File: src/rtl/stim_sequencer.sv
// LCG-driven stimulus sequencer: builds each IN_W-bit vector from NW generator words,
// applies it for one cycle and compresses the sampled response into a 32-bit MISR.
module stim_sequencer #(
    parameter int          IN_W         = 143,
    parameter int          OUT_W        = 159,
    parameter logic [31:0] DEFAULT_SEED = 32'd2048741382
) (
    input  logic             clk,
    input  logic             rst_n,
    input  logic             start,
    input  logic             seed_vld,
    input  logic [31:0]      seed,
    input  logic [31:0]      cycles,
    input  logic [OUT_W-1:0] out_flat,
    output logic [IN_W-1:0]  in_flat,
    output logic             vec_vld,
    output logic             busy,
    output logic             done,
    output logic [31:0]      vec_cnt,
    output logic [31:0]      signature
);

    localparam int NW     = (IN_W + 31) / 32;
    localparam int NWO    = (OUT_W + 31) / 32;
    localparam int LAST_W = IN_W - 32 * (NW - 1);
    localparam int IDX_W  = (NW > 1) ? $clog2(NW) : 1;

    localparam logic [IDX_W-1:0] LAST_IDX  = IDX_W'(NW - 1);
    localparam logic [31:0]      LAST_MASK = (LAST_W == 32) ? 32'hFFFF_FFFF
                                                            : ((32'd1 << LAST_W) - 32'd1);
    localparam logic [31:0]      LCG_MUL   = 32'h41C6_4E6D;
    localparam logic [31:0]      LCG_ADD   = 32'h0000_3039;
    localparam logic [31:0]      MISR_POLY = 32'h04C1_1DB7;

    typedef enum logic [1:0] {
        S_IDLE,
        S_FILL,
        S_APPLY,
        S_DONE
    } state_t;

    state_t              r_state;
    state_t              w_state_next;
    logic [31:0]         r_gen;
    logic [IDX_W-1:0]    r_idx;
    logic [31:0]         r_shadow [NW];
    logic [IN_W-1:0]     r_in_flat;
    logic                r_vec_vld;
    logic [31:0]         r_vec_cnt;
    logic [31:0]         r_sig;
    logic [31:0]         r_cycles;

    logic                w_accept;
    logic                w_seed_load;
    logic                w_last_fill;
    logic [31:0]         w_lcg;
    logic [31:0]         w_cnt_inc;
    logic [31:0]         w_fold;
    logic [31:0]         w_sig_next;
    logic [32*NW-1:0]    w_fill_flat;
    logic [32*NWO-1:0]   w_out_pad;

    assign w_lcg       = r_gen * LCG_MUL + LCG_ADD;
    assign w_cnt_inc   = r_vec_cnt + 32'd1;
    assign w_last_fill = (r_state == S_FILL) && (r_idx == LAST_IDX);
    assign w_out_pad   = (32*NWO)'(out_flat);

    // Shadow image with the word being generated this cycle merged in, so the
    // final FILL cycle can publish the complete vector in one step.
    generate
        for (genvar gi = 0; gi < NW; gi++) begin : g_fill
            localparam logic [31:0] WORD_MASK = (gi == NW - 1) ? LAST_MASK : 32'hFFFF_FFFF;
            assign w_fill_flat[32*gi +: 32] = (r_idx == IDX_W'(gi)) ? (w_lcg & WORD_MASK)
                                                                    : r_shadow[gi];
        end
    endgenerate

    always_comb begin
        w_fold = 32'h0;
        for (int i = 0; i < NWO; i++) begin
            w_fold = w_fold ^ w_out_pad[32*i +: 32];
        end
    end

    assign w_sig_next = {r_sig[30:0], 1'b0} ^ (r_sig[31] ? MISR_POLY : 32'h0) ^ w_fold;

    always_ff @(posedge clk or negedge rst_n) begin
        if (!rst_n) begin
            r_state <= S_IDLE;
        end else begin
            r_state <= w_state_next;
        end
    end

    always_comb begin
        w_state_next = r_state;
        w_accept     = 1'b0;
        w_seed_load  = 1'b0;
        case (r_state)
            S_IDLE, S_DONE: begin
                w_seed_load = seed_vld;
                if (start) begin
                    w_accept     = 1'b1;
                    w_state_next = (cycles == 32'd0) ? S_DONE : S_FILL;
                end
            end
            S_FILL: begin
                if (r_idx == LAST_IDX) begin
                    w_state_next = S_APPLY;
                end
            end
            S_APPLY: begin
                w_state_next = (w_cnt_inc == r_cycles) ? S_DONE : S_FILL;
            end
            default: w_state_next = S_IDLE;
        endcase
    end

    always_ff @(posedge clk or negedge rst_n) begin
        if (!rst_n) begin
            r_gen     <= DEFAULT_SEED;
            r_idx     <= '0;
            r_in_flat <= '0;
            r_vec_vld <= 1'b0;
            r_vec_cnt <= 32'h0;
            r_sig     <= 32'h0;
            r_cycles  <= 32'h0;
            for (int i = 0; i < NW; i++) begin
                r_shadow[i] <= 32'h0;
            end
        end else begin
            r_vec_vld <= 1'b0;
            if (w_seed_load) begin
                r_gen <= seed;
            end
            if (w_accept) begin
                r_cycles  <= cycles;
                r_vec_cnt <= 32'h0;
                r_sig     <= 32'hFFFF_FFFF;
                r_idx     <= '0;
            end
            if (r_state == S_FILL) begin
                r_gen <= w_lcg;
                r_idx <= w_last_fill ? '0 : r_idx + IDX_W'(1);
                for (int i = 0; i < NW; i++) begin
                    r_shadow[i] <= w_fill_flat[32*i +: 32];
                end
                if (w_last_fill) begin
                    r_in_flat <= w_fill_flat[IN_W-1:0];
                    r_vec_vld <= 1'b1;
                end
            end
            if (r_state == S_APPLY) begin
                r_sig     <= w_sig_next;
                r_vec_cnt <= w_cnt_inc;
            end
        end
    end

    assign in_flat   = r_in_flat;
    assign vec_vld   = r_vec_vld;
    assign busy      = (r_state == S_FILL) || (r_state == S_APPLY);
    assign done      = (r_state == S_DONE);
    assign vec_cnt   = r_vec_cnt;
    assign signature = r_sig;

endmodule

File: config.mk
export PLATFORM = sky130hd
export DESIGN_NAME = stim_sequencer
export DESIGN_NICKNAME = d
export VERILOG_FILES = /design/src/rtl/stim_sequencer.sv
export SDC_FILE = /design/constraint.sdc
export NUM_CORES = 1
export LEC_CHECK = 0
export CAP_MARGIN = 40
export CORE_ASPECT_RATIO = 1.5
export CORE_MARGIN = 2
export CORE_UTILIZATION = 40
export DETAILED_ROUTE_END_ITERATION = 12
export PLACE_DENSITY = 0.7
export SLEW_MARGIN = 10
export SYNTH_ARGS = -nofsm -noshare
export SYNTH_HDL_FRONTEND = slang
export SYNTH_SLANG_ARGS = --single-unit
File: constraint.sdc
create_clock -name clk -period 6.9 [get_ports clk]
set_clock_uncertainty 0.1 [all_clocks]
set_input_delay 1.38 -clock clk [delete_from_list [all_inputs] [get_ports clk]]
set_output_delay 1.38 -clock clk [all_outputs]
set_load 0.01 [all_outputs]
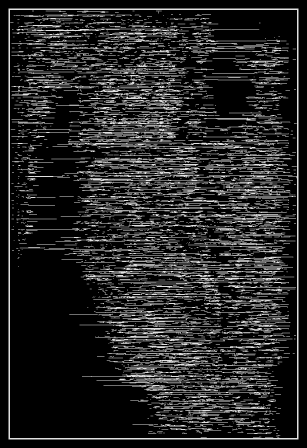
Run 1: metal 1
share of all routed wire: 38%
main direction: horizontal
longest straight run: 76.4 um

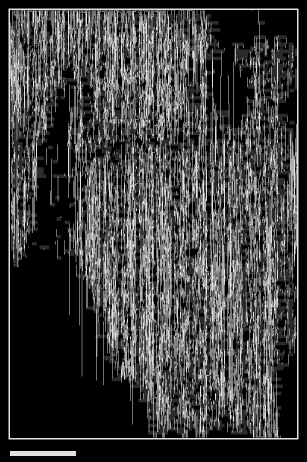
Run 1: signal wires on met2
Bar = 50 um. Cells faint in the background.
main direction: vertical
wire length on this layer: 44.5 mm
longest straight run: 154 um
share of all routed wire: 51%

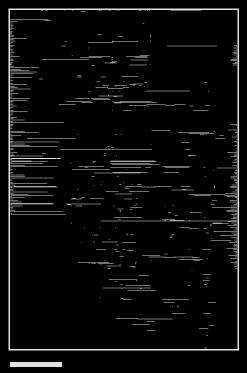
Run 1: the metal 3 layer
Bar = 50 um.
nets with wire on the layer: 397
main direction: horizontal
wire length on this layer: 4630 um

-- run 1: per-stage QoR --
stage          area (um2)  hold WS, ps
2_1_floorplan       27800          333
3_3_place_gp        33800          343
3_5_place_dp        33900          347
4_1_cts             35400          358
5_1_grt             35700          380
6_report            35700          365
-- run 1: metal layers --
layer | share of wire | wire length (um)
met5 | 0.00047 | 41
met4 | 0.057 | 4940
met3 | 0.053 | 4630
met2 | 0.51 | 44500
met1 | 0.38 | 32900
-- run 1: cell families (layout without fill, tap and decap cells) --
family,count (synthesis),in the layout,share of synthesized area
AND/OR/NAND/NOR,823,823,0.126
buffers and inverters,536,1058,0.0733
AND-OR/OR-AND,480,480,0.100
flip-flops,405,405,0.366
adder cells (fa/ha/maj),404,404,0.232
XOR/XNOR,285,285,0.0899
multiplexers,34,34,0.0128
other,0,4,0
-- run 1: worst min-delay path by stage --
stage	to	slack, ps	start
floorplan	in_flat[2]	330	r_shadow[130]
global placement	in_flat[34]	340	r_shadow[98]
detailed placement	in_flat[29]	350	r_shadow[157]
CTS	in_flat[78]	360	r_shadow[78]
global route	in_flat[36]	380	r_shadow[100]
finish	in_flat[29]	360	r_shadow[157]
-- run 1: registers in the layout, indices dropped and copies added, names as in the netlist --
signal     cells
vec_cnt       32
r_idx          3
r_state        2
signature     32
in_flat      143
r_cycles      32
r_gen         32
r_shadow     128
vec_vld        1
==> flow_summary.yaml, run 1 <==
# physical design summary
setup_path:
  critPathMaxStageDelay_ps: 580
  critPathLaunch: "r_gen[11]"
  crit_path_top_delay_cell: "fa_1"
  regToRegStartpoint: "r_gen[11]"
  timing.critical_path.buf_inv: 8
  cp_top_family: "adder cells"
  reg2reg_slack_ps: 180
global_route:
  first_global_vias: 22800
  groute.usage.overall: 0.246
  antenna_found_initial: 5
drt:
  drt_pre_antenna_iters: 7
  postRouteAntennaNets: 0
  drt_wl_total_um: 87000
  route.detailed.vias_per_inst: 5.02
  drc_errors: 0
placement:
  place.detailed.hpwl_um: 68600
finish:
  clockNetworkAreaShare: 0.0395
  post-route-util: 0.518
  synthToLayoutAreaGrowth_pct: 28.7
  signal_buffers: 573
  area_share_nonclk_buffers: 0.154
  seq_cells: 405
  num_antenna_cells: 4
outcome:
  status: "finished clean"
sta:
  worstMarginPinSlew_ps: 938
  postLayoutSetupSlackWorst_ps: 177
  timing.final.hold_violations: 0
  min_period_over_period: 0.974
floorplanning:
  num_rows: 118
  core-area_um2: 68900
  design.die.area_um2: 71600
clocking:
  tritoncts_num_sinks: 405
  cts_repair_resize_count: 7
  cts_post_setup_buffers_inserted: 0
  cts_hold_repair.buffers: 0
  root_buffer: "clkbuf_16"
  cts_tree: "done"
logic_synthesis:
  ys_async_sr_fraction: 1.00
  synth.ff_latch_count: 405
  yosys.area.top_type_share: 0.353
  most_common_cell_in_the_synthesized_netlist: "nand2_1"
  syn_avg_cell_area_um2: 9.36
  yosys_most_used_dff: "dfrtp_1"
  synth_stat.cells: 2967
  top_area_cell: "dfrtp_1"
==> inputs of run 2 (changes only) <==
--- a/config.mk
+++ b/config.mk
@@ -5,7 +5,6 @@
 export SDC_FILE = /design/constraint.sdc
 export NUM_CORES = 1
 export LEC_CHECK = 0
-export CAP_MARGIN = 40
 export CORE_ASPECT_RATIO = 1.5
 export CORE_MARGIN = 2
 export CORE_UTILIZATION = 40
==> constraint.sdc (replaced) <==
create_clock -name clk -period 6.1 [get_ports clk]
set_clock_uncertainty 0.1 [all_clocks]
set_input_delay 1.22 -clock clk [delete_from_list [all_inputs] [get_ports clk]]
set_output_delay 1.22 -clock clk [all_outputs]
set_load 0.01 [all_outputs]
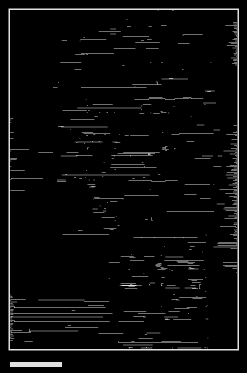
Run 2: the metal 3 layer
Bar = 50 um.
main direction: horizontal
wire length on this layer: 3850 um
longest straight run: 98.2 um
nets with wire on the layer: 309

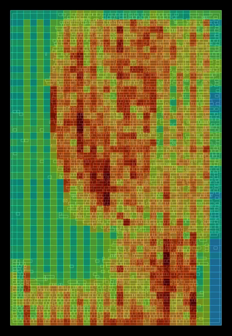
Run 2: congestion heat map
met1 Resource Use GR: 0.311
Final Util: 0.537

==> flow_summary.yaml, run 2 <==
# physical design summary
floorplanning:
  die_h_um: 327
  fp_util: 0.403
  num_rows: 118
  die-width_um: 219
  design.die.area_um2: 71600
  core-area_um2: 68900
setup_path:
  regToRegStartpoint: "r_gen[16]"
  timing.critical_path.buf_inv: 9
  r2r_cells: 27
  critPathMaxStageDelay_ps: 590
  worst-setup-path-type: "flip-flop to flip-flop"
  cp_top_family: "adder cells"
  startpoint_type: "flip-flop"
  crit_path_top_delay_cell: "dfstp_2"
  critPathLaunch: "r_gen[16]"
  timing.critical_path.to_type: "flip-flop"
  critical_path_required_ps: 6490
  cp_common_cell: "fa_1"
  reg2reg_slack_ps: -550
sta:
  min_period_over_period: 1.09
  worstMarginPinSlew_ps: 1230
  final_setup_viols: 79
  timing.final.hold_violations: 0
  relSlewSlack: 0.179
  unrepaired_setup_endpoints_after_global_routing: "true"
  whs_ps: 362
  finalCriticalPeriod_ps: 6650
  postLayoutSetupSlackWorst_ps: -546
  max_freq_mhz: 150
logic_synthesis:
  synth.distinct_cells: 68
  synth.area.mux_share: 0.0128
  netlist_logic_family_top: "adder cells"
  top_area_cell: "dfrtp_1"
  floorplan.nets: 3597
  summed_instance_area_of_the_synthesized_netlist_um2: 27800
  synth_stat.cells: 2967
  ys_async_sr_fraction: 1.00
  synth_adder_area_share: 0.232
  synth.cellmix.compoundShare: 0.100
  ys_sh_simple: 0.126
  synth.ff_latch_count: 405
  most_common_cell_in_the_synthesized_netlist: "nand2_1"
  synth-xor-area-share: 0.0899
  yosys_most_used_dff: "dfrtp_1"
  syn_avg_cell_area_um2: 9.36
  top_cells_by_area: "dfrtp_1 35%, fa_1 13%, ha_1 9.7%, nand2_1 8.6%, xnor2_1 7.4%"
  yosys.area.top_type_share: 0.353
hold_path:
  worstHoldPathCells: 2
  hold_path.class: "flip-flop to flip-flop"
  hold-path-endpoint: "in_flat[76]"
  hold_path_startpoint: "r_shadow[76]"
clocking:
  tritoncts_num_sinks: 405
  root_buffer: "clkbuf_16"
  cts.reportedPaths.clkPinSlew_ps: 70
  clockBufferDepth: 3
  cts_made_buffers: 41
  cts_tree: "done"
  cts_hold_repair.buffers: 0
drt:
  postRouteAntennaNets: 0
  detail_route.iter0.violations: 1488
  detailroute.via_count: 22500
  drt_wl_total_um: 87700
  drc_errors: 0
  drt_pre_antenna_iters: 6
  drt-wirelength-per-cell_um: 19.6
  route.detailed.vias_per_inst: 5.01
global_route:
  antenna_found_initial: 5
  groute.usage.overall: 0.247
  grt_first_pass_wirelength_um: 135000
  first_global_vias: 23000
  grt_overflow_total: 0
placement:
  dp_slack_ps: -558
  place.detailed.hpwl_um: 68000
finish:
  synthToLayoutAreaGrowth_pct: 33.4
  largest_reg_flops: 143
  final_common_cell: "nand2_1"
outcome:
  failed_checks: "negative setup slack"
  status: "finished with violations"
flow_run:
  stage_log_warnings: 51
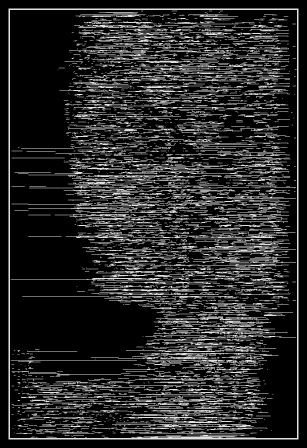
Run 2: metal 1
longest straight run: 83.0 um
wire length on this layer: 35.8 mm
share of all routed wire: 41%
main direction: horizontal

[run 2: per-stage QoR]
| stage | std cells | utilization | instance area, um2 |
|---|---|---|---|
| after global placement | 4386 | 0.503 | 34700 |
| after floorplan | 2967 | - | 28000 |
| after global routing | 4478 | 0.537 | 37000 |
| after detailed placement | 4386 | 0.503 | 34700 |
| final | 4479 | 0.537 | 37000 |
| after CTS | 4466 | 0.527 | 36300 |
[run 2: layout make-up]
class / instances / area (um2) / share of cell area
diodes: 4 / 10.0 / 0.000270
well taps: 900 / 1130 / 0.0304
inverters: 414 / 1560 / 0.0421
repair buffers: 656 / 6200 / 0.167
clock buffers: 57 / 1180 / 0.0318
multi-input cells: 2026 / 16600 / 0.448
clock inverters: 17 / 220 / 0.00595
flip-flops and latches: 405 / 10200 / 0.274
[run 2: timing repair]
item | 4_1_cts | 5_1_grt
setup endpoints to repair | 103 | 111
pin swaps | 29 | 60
buffers inserted | 6 | 12
resized | 62 | 168
[run 2: cell families (layout without fill, tap and decap cells)]
| kind of cell | after synthesis | after routing |
|---|---|---|
| buf+inv | 536 | 1144 |
| fa+ha+maj | 404 | 404 |
| flops | 405 | 405 |
| mux | 34 | 34 |
| xor+xnor | 285 | 285 |
| compound gates | 480 | 480 |
| other cells | 0 | 4 |
| simple gates | 823 | 823 |
[run 2: routing by layer]
| metal | wire (um) | vias up | track usage |
|---|---|---|---|
| li1 | - | 10600 | - |
| met1 | 35800 | 11100 | 0.311 |
| met2 | 43600 | 583 | 0.422 |
| met3 | 3850 | 165 | 0.0319 |
| met4 | 4360 | 2 | 0.112 |
| met5 | 13 | - | 0 |
==> inputs of run 3 (changes only) <==
--- a/config.mk
+++ b/config.mk
@@ -5,11 +5,13 @@
 export SDC_FILE = /design/constraint.sdc
 export NUM_CORES = 1
 export LEC_CHECK = 0
+export ABC_AREA = 1
 export CORE_ASPECT_RATIO = 1.5
 export CORE_MARGIN = 2
 export CORE_UTILIZATION = 40
 export DETAILED_ROUTE_END_ITERATION = 12
-export PLACE_DENSITY = 0.7
+export PLACE_DENSITY = 0.69
+export RECOVER_POWER = 100
 export SLEW_MARGIN = 10
 export SYNTH_ARGS = -nofsm -noshare
 export SYNTH_HDL_FRONTEND = slang
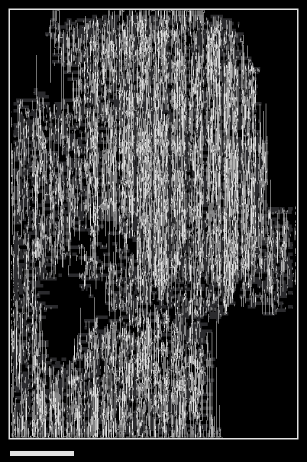
Run 3: signal wires on met2
Bar = 50 um. Cells faint in the background.
longest straight run: 90.3 um
wire length on this layer: 49.8 mm
main direction: vertical
nets with wire on the layer: 3931

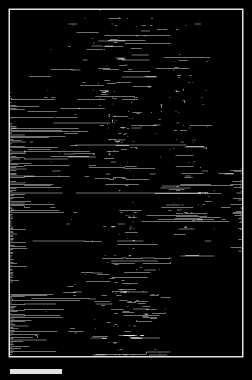
Run 3: the metal 3 layer
Bar = 50 um.
wire length on this layer: 6210 um
share of all routed wire: 6.1%

==> flow_summary.yaml, run 3 <==
# physical design summary
global_route:
  grt_overflow_total: 0
  gr-usage-met2: 0.458
logic_synthesis:
  yosys_most_used_dff: "dfrtp_1"
  yosys.area.top_type_share: 0.340
  most_common_cell_in_the_synthesized_netlist: "nand2_1"
  syn_avg_cell_area_um2: 8.54
hold_path:
  hold_path.class: "flip-flop to flip-flop"
sta:
  postLayoutSetupSlackWorst_ps: -422
  max_freq_mhz: 153
  report.final.slew_viol_count: 463
  final_setup_viols: 141
  finalCriticalPeriod_ps: 6520
  relSlewSlack: -0.804
  min_period_over_period: 1.07
setup_path:
  critical_path_required_ps: 6460
  crit_path_top_delay_cell: "fa_1"
  r2r_cells: 27
  startpoint_type: "flip-flop"
  timing.critical_path.to_type: "flip-flop"
  regToRegStartpoint: "r_gen[12]"
  critPathLaunch: "r_gen[12]"
finish:
  largest_reg_flops: 143
  final_common_cell: "nand2_1"
drt:
  drt_wl_total_um: 103000
  route.detailed.vias_per_inst: 5.11
  detailroute.via_count: 25500
  drc_errors: 0
floorplanning:
  die-width_um: 223
  num_rows: 120
  design.die.area_um2: 74200
outcome:
  status: "finished with violations"
  failed_checks: "max-capacitance violations, max-slew violations, negative setup slack"
placement:
  place.detailed.hpwl_um: 77000
  dp_cells: 4841
flow_run:
  timing.max_cap.violations: 5
clocking:
  cts_tree: "done"
  cts_post_setup_buffers_inserted: 46
  tritoncts_num_sinks: 405
  cts_made_buffers: 43
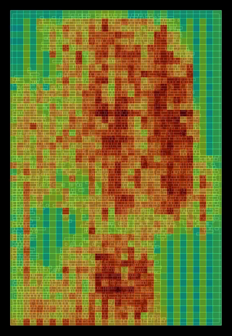
Run 3: congestion heat map
Most Used Layer, Global Route: met2
global routing usage summed across all routing layers: 0.273
Final Util: 0.569
met1 Resource Use GR: 0.333
met3 demand-to-capacity share in global routing: 0.0530

==> run 3: kinds of logic (layout without fill, tap and decap cells) <==
group                    count (synthesis)  count (layout)  share of synthesized area
AND/OR/NAND/NOR                       1144            1144                      0.165
buffers and inverters                  691            1379                     0.0905
AND-OR/OR-AND                          491             491                     0.0939
flip-flops                             405             405                      0.352
adder cells (fa/ha/maj)                403             403                      0.224
XOR/XNOR                               236             236                     0.0725
multiplexers                             6               6                    0.00208
other                                    0               1                          0
==> run 3: worst max path at each step <==
| stage | end | depth (start not counted) |
|---|---|---|
| 2_1_floorplan | r_shadow[152] | 28 |
| 3_3_place_gp | in_flat[29] | 22 |
| 3_5_place_dp | r_shadow[89] | 25 |
| 4_1_cts | r_gen[31] | 26 |
| 5_1_grt | r_shadow[88] | 27 |
| 6_report | r_shadow[88] | 27 |
==> run 3: layout make-up <==
| type | count | area (um2) |
|---|---|---|
| inverter | 575 | 2210 |
| fill | 6056 | 30700 |
| sequential | 405 | 10200 |
| antenna | 1 | 2.50 |
| clock inverter | 25 | 372 |
| clock buffer | 53 | 1170 |
| timing repair buffer | 726 | 6830 |
| tap | 915 | 1140 |
| multi-input combinational | 2280 | 18700 |
==> run 3: tightest hold or removal path, delay by kind of cell (launching register included) <==
| kind | cells | cell delay [ps] |
|---|---|---|
| flip-flops | 1 | 340 |
| AND/OR/NAND/NOR | 2 | 110 |
